ff_map.png
Scale: 4 px per um. Other sequential cells in the stronger grey, the rest of the logic in the fainter grey.
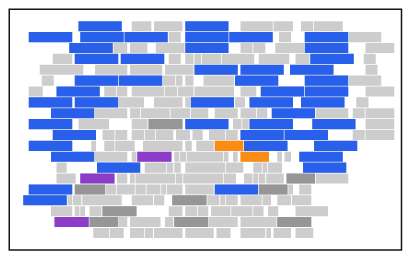
clock_wires.png
Scale: 4 px per um.
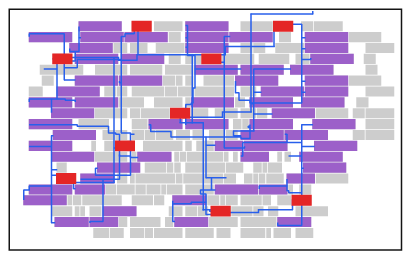
class_map.png
Scale: 4 px per um.
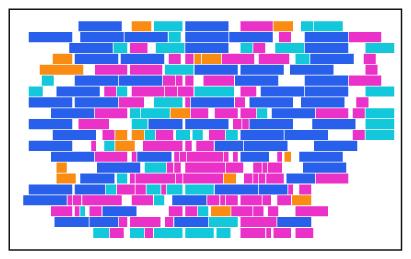
port_trees.png
Scale: 6 px per um.
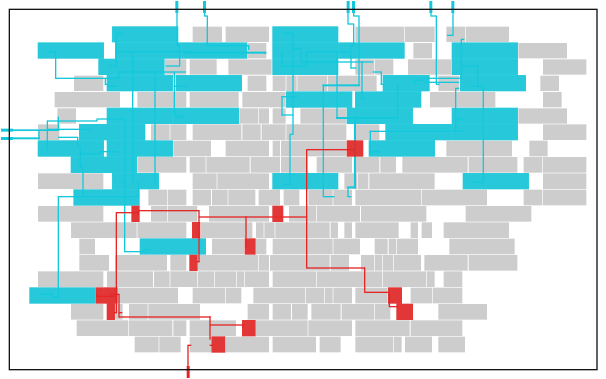
`config.mk`:
```
export PLATFORM = sky130hd
export DESIGN_NAME = sparse_entry_packer
export DESIGN_NICKNAME = d
export VERILOG_FILES = /design/src/rtl/sparse_entry_packer.sv
export SDC_FILE = /design/constraint.sdc
export NUM_CORES = 1
export LEC_CHECK = 0
export CORE_ASPECT_RATIO = 0.6
export CORE_MARGIN = 1.5
export CORE_UTILIZATION = 50
export CTS_CLUSTER_DIAMETER = 40
export DETAILED_ROUTE_END_ITERATION = 8
export GPL_ROUTABILITY_DRIVEN = 0
export GPL_TIMING_DRIVEN = 0
export PLACE_DENSITY = 0.85
export SLEW_MARGIN = 20
export SYNTH_ARGS = -nofsm -noshare
export SYNTH_HDL_FRONTEND = slang
export SYNTH_SLANG_ARGS = --single-unit
export TNS_END_PERCENT = 30
```
`constraint.sdc`:
```
create_clock -name clk -period 1.83 [get_ports clk]
set_input_delay 0.549 -clock clk [delete_from_list [all_inputs] [get_ports clk]]
set_output_delay 0.549 -clock clk [all_outputs]
set_load 0.1 [all_outputs]
```
`src/rtl/sparse_entry_packer.sv`:
```
// Packs a dense row-major DIM x DIM byte stream into (row, col, value) triples of its non-zero elements.
// Optional feature macro: NNZ_COUNT_EN adds the nnz_count output (number of triples pushed this load).
module sparse_entry_packer #(
   parameter  int DIM        = 4,
   parameter  int DATA_W     = 8,
   parameter  int FIFO_DEPTH = 4,
   localparam int IDX_W      = (DIM > 1) ? $clog2(DIM) : 1,
   localparam int NNZ_W      = $clog2(DIM * DIM) + 1
) (
   input  logic              clk,
   input  logic              rst,
   input  logic              start,
   input  logic              in_valid,
   input  logic [DATA_W-1:0] in_data,
   output logic              in_ready,
   output logic [IDX_W-1:0]  out_row,
   output logic [IDX_W-1:0]  out_col,
   output logic [DATA_W-1:0] out_value,
   output logic              sending_CPU,
   input  logic              FETCH_ready,
   output logic              done_list,
`ifdef NNZ_COUNT_EN
   output logic [NNZ_W-1:0]  nnz_count,
`endif
   output logic              busy
);

   localparam int AW    = $clog2(FIFO_DEPTH);
   localparam int PTR_W = AW + 1;
   localparam logic [IDX_W-1:0] LAST_IDX = IDX_W'(DIM - 1);

   typedef enum logic [1:0] {
      IDLE  = 2'd0,
      LOAD  = 2'd1,
      DRAIN = 2'd2,
      DONE  = 2'd3
   } state_e;

   typedef struct packed {
      logic [IDX_W-1:0]  row;
      logic [IDX_W-1:0]  col;
      logic [DATA_W-1:0] value;
   } entry_t;

   state_e           state_q, state_d;
   logic [IDX_W-1:0] row_q, row_d;
   logic [IDX_W-1:0] col_q, col_d;
   logic [PTR_W-1:0] wr_ptr_q, wr_ptr_d;
   logic [PTR_W-1:0] rd_ptr_q, rd_ptr_d;
   entry_t           mem_q [FIFO_DEPTH];

   logic   fifo_empty;
   logic   fifo_full;
   logic   accept;
   logic   push;
   logic   pop;
   logic   last_elem;
   entry_t head;

   // Extra pointer MSB tells a full FIFO apart from an empty one.
   assign fifo_empty = (wr_ptr_q == rd_ptr_q);
   assign fifo_full  = (wr_ptr_q == {~rd_ptr_q[AW], rd_ptr_q[AW-1:0]});
   assign last_elem  = (row_q == LAST_IDX) && (col_q == LAST_IDX);
   assign head       = mem_q[rd_ptr_q[AW-1:0]];

   // ---------------- FSM: state register ----------------
   always_ff @(posedge clk) begin
      if (rst) state_q <= IDLE;
      else     state_q <= state_d;
   end

   // ---------------- FSM: next state ----------------
   always_comb begin
      state_d = state_q;
      unique case (state_q)
         IDLE:    if (start)                state_d = LOAD;
         LOAD:    if (accept && last_elem)  state_d = DRAIN;
         DRAIN:   if (fifo_empty)           state_d = DONE;
         DONE:    if (FETCH_ready)          state_d = IDLE;
         default:                           state_d = IDLE;
      endcase
   end

   // ---------------- FSM: outputs ----------------
   always_comb begin
      in_ready    = (state_q == LOAD) && !fifo_full;
      sending_CPU = (state_q != DONE) && !fifo_empty;
      done_list   = (state_q == DONE);
      busy        = (state_q != IDLE);
      accept      = in_valid && in_ready;
      push        = accept && (in_data != '0);
      pop         = sending_CPU && FETCH_ready;
   end

   // Head fields read as zero whenever nothing is buffered, so reset leaves them at 0.
   always_comb begin
      out_row   = fifo_empty ? '0 : head.row;
      out_col   = fifo_empty ? '0 : head.col;
      out_value = fifo_empty ? '0 : head.value;
   end

   // ---------------- Datapath next state ----------------
   always_comb begin
      row_d    = row_q;
      col_d    = col_q;
      wr_ptr_d = wr_ptr_q;
      rd_ptr_d = rd_ptr_q;
      if ((state_q == IDLE) && start) begin
         row_d = '0;
         col_d = '0;
      end else if (accept) begin
         if (col_q == LAST_IDX) begin
            col_d = '0;
            row_d = row_q + IDX_W'(1);
         end else begin
            col_d = col_q + IDX_W'(1);
         end
      end
      if (push) wr_ptr_d = wr_ptr_q + PTR_W'(1);
      if (pop)  rd_ptr_d = rd_ptr_q + PTR_W'(1);
   end

   // NOTE: sequential state uses <= so every flop samples pre-edge values, regardless of block order.
   always_ff @(posedge clk) begin
      if (rst) begin
         row_q    <= '0;
         col_q    <= '0;
         wr_ptr_q <= '0;
         rd_ptr_q <= '0;
      end else begin
         row_q    <= row_d;
         col_q    <= col_d;
         wr_ptr_q <= wr_ptr_d;
         rd_ptr_q <= rd_ptr_d;
      end
   end

   // NOTE: storage is not reset; equal pointers mark it empty and the head is masked, so stale data never escapes.
   always_ff @(posedge clk) begin
      if (push) mem_q[wr_ptr_q[AW-1:0]] <= '{row: row_q, col: col_q, value: in_data};
   end

`ifdef NNZ_COUNT_EN
   logic [NNZ_W-1:0] nnz_q, nnz_d;

   always_comb begin
      nnz_d = nnz_q;
      if ((state_q == IDLE) && start) nnz_d = '0;
      else if (push)                  nnz_d = nnz_q + NNZ_W'(1);
   end

   always_ff @(posedge clk) begin
      if (rst) nnz_q <= '0;
      else     nnz_q <= nnz_d;
   end

   assign nnz_count = nnz_q;
`endif

endmodule

```
==> impl_metrics.py <==
# Flow results
metrics = {
    "outcome": {
        "status": "complete, but fails checks",
        "violations": "setup timing",
    },
    "final_layout": {
        "drive_above_1_share_pct": 47.3,
        "nets": 244,
        "layout_top_cell": "edfxtp_1",
    },
    "sta": {
        "maxSlewViolCount": 0,
        "setup_viol": 15,
        "finalHoldViolations": 0,
        "max-slew-margin-rel_pct": 67.3,
        "worst_slack_ns": -0.457,
        "fmax_ghz": 0.437,
    },
    "global_routing": {
        "grt_pass1_vias": 1687,
        "grt_util_met2_pct": 36.9,
        "antenna_found_initial": 0,
        "overflow": 0,
    },
    "setup_path": {
        "end_kind": "output pin",
        "r2r_setup_slack_ns": -0.09,
        "r2r-end": "wr_ptr_q[2]",
        "cp_slowest_stage_delay_ns": 0.50,
        "worstPathRequired_ns": 1.28,
        "critPathBufInv": 2,
    },
    "power": {
        "pwr-share-comb_pct": 48.6,
        "p_leak_nw": 1.34,
        "p_seq_share_pct": 30.2,
        "p_comb_mw": 2.81,
        "pwr-share-clk_pct": 21.2,
        "total_power_mw": 5.78,
        "pg_clk_mw": 1.23,
    },
    "drt": {
        "vias": 1730,
        "ant_nets": 0,
        "wl_met3_um": 504,
        "routed_via_density": 5.97,
        "highest_layer": "met4",
        "firstDrtPassIters": 4,
        "wl_met1_um": 2600,
        "wl_per_cell_um": 22.3,
    },
    "cts": {
        "clock_latency_ns": 0.35,
        "cts_tree": "built",
    },
    "synthesis": {
        "muxShareOfSynthArea_pct": 12.1,
        "yosys-stat-cells": 168,
        "synth_flops": 62,
    },
    "flow_run": {
        "tool_warnings": 36,
    },
    "hold_path": {
        "min_delay_path_depth": 2,
        "worstHoldStart": "state_q[0]",
    },
    "placed_design": {
        "place_area_mm2": 0.00313,
    },
}
Notes on ff_map.png above:
Key: `mem_q` = blue [flops 48]; `rd_ptr_q` = purple [flops 3]; `col_q` = orange [flops 2]
Another 9 sequential cells are not coloured.
Reg area: 0.00175 mm2
fin util: 74.4%

Notes on clock_wires.png above:
Key: flip-flops = purple [count 62]; clock wires = blue [length 855 um]; clock-net drivers = red [count 9]
Position of the flops: spread over the die. There are 10 routed clock nets.

Notes on class_map.png above:
Key: remaining buffers and delay cells = cyan [cells 44, share of their area 16%]; clock drivers and dummy loads = orange [cells 16, share of their area 5.3%]; registers = blue [cells 62, share of their area 47%]; remaining logic cells = magenta [cells 102, share of their area 32%]
Final Instance Area: 0.00382 mm2
Core Area: 0.00513 mm2
row cnt: 20

Notes on port_trees.png above:
Key: `rst` = red [bits 1, direction input, edge south, end cells 13, buffers 2, wire 151 um]; `in_data` = cyan [bits 8, direction input, edge 6 north, 2 west, end cells 34, buffers 8, wire 534 um]

[worst min-delay path, delay by kind of cell (launching register included)]
kind             cells  cell delay, ns
AND/OR/NAND/NOR      1            0.07
flip-flops           1            0.37
multiplexers         1            0.06
[area by class of cell]
cell class                 instances  area [um2]  area share [%]
timing repair buffer              40         551            14.4
clock inverter                     7        73.8            1.93
sequential                        62        1750            45.9
tap                               66        82.6            2.16
inverter                           6        22.5           0.590
clock buffer                       9         124            3.25
multi-input combinational         96        1170            30.7
buffer                             4        38.8            1.02
[state kept, by name, indices dropped and copies added (netlist names), named ones only]
name and cells:
col_q 2, mem_q 48, rd_ptr_q 3, row_q 2, state_q 2, wr_ptr_q 3
Power figures rest on the tool's default switching activity, not on a simulated workload.
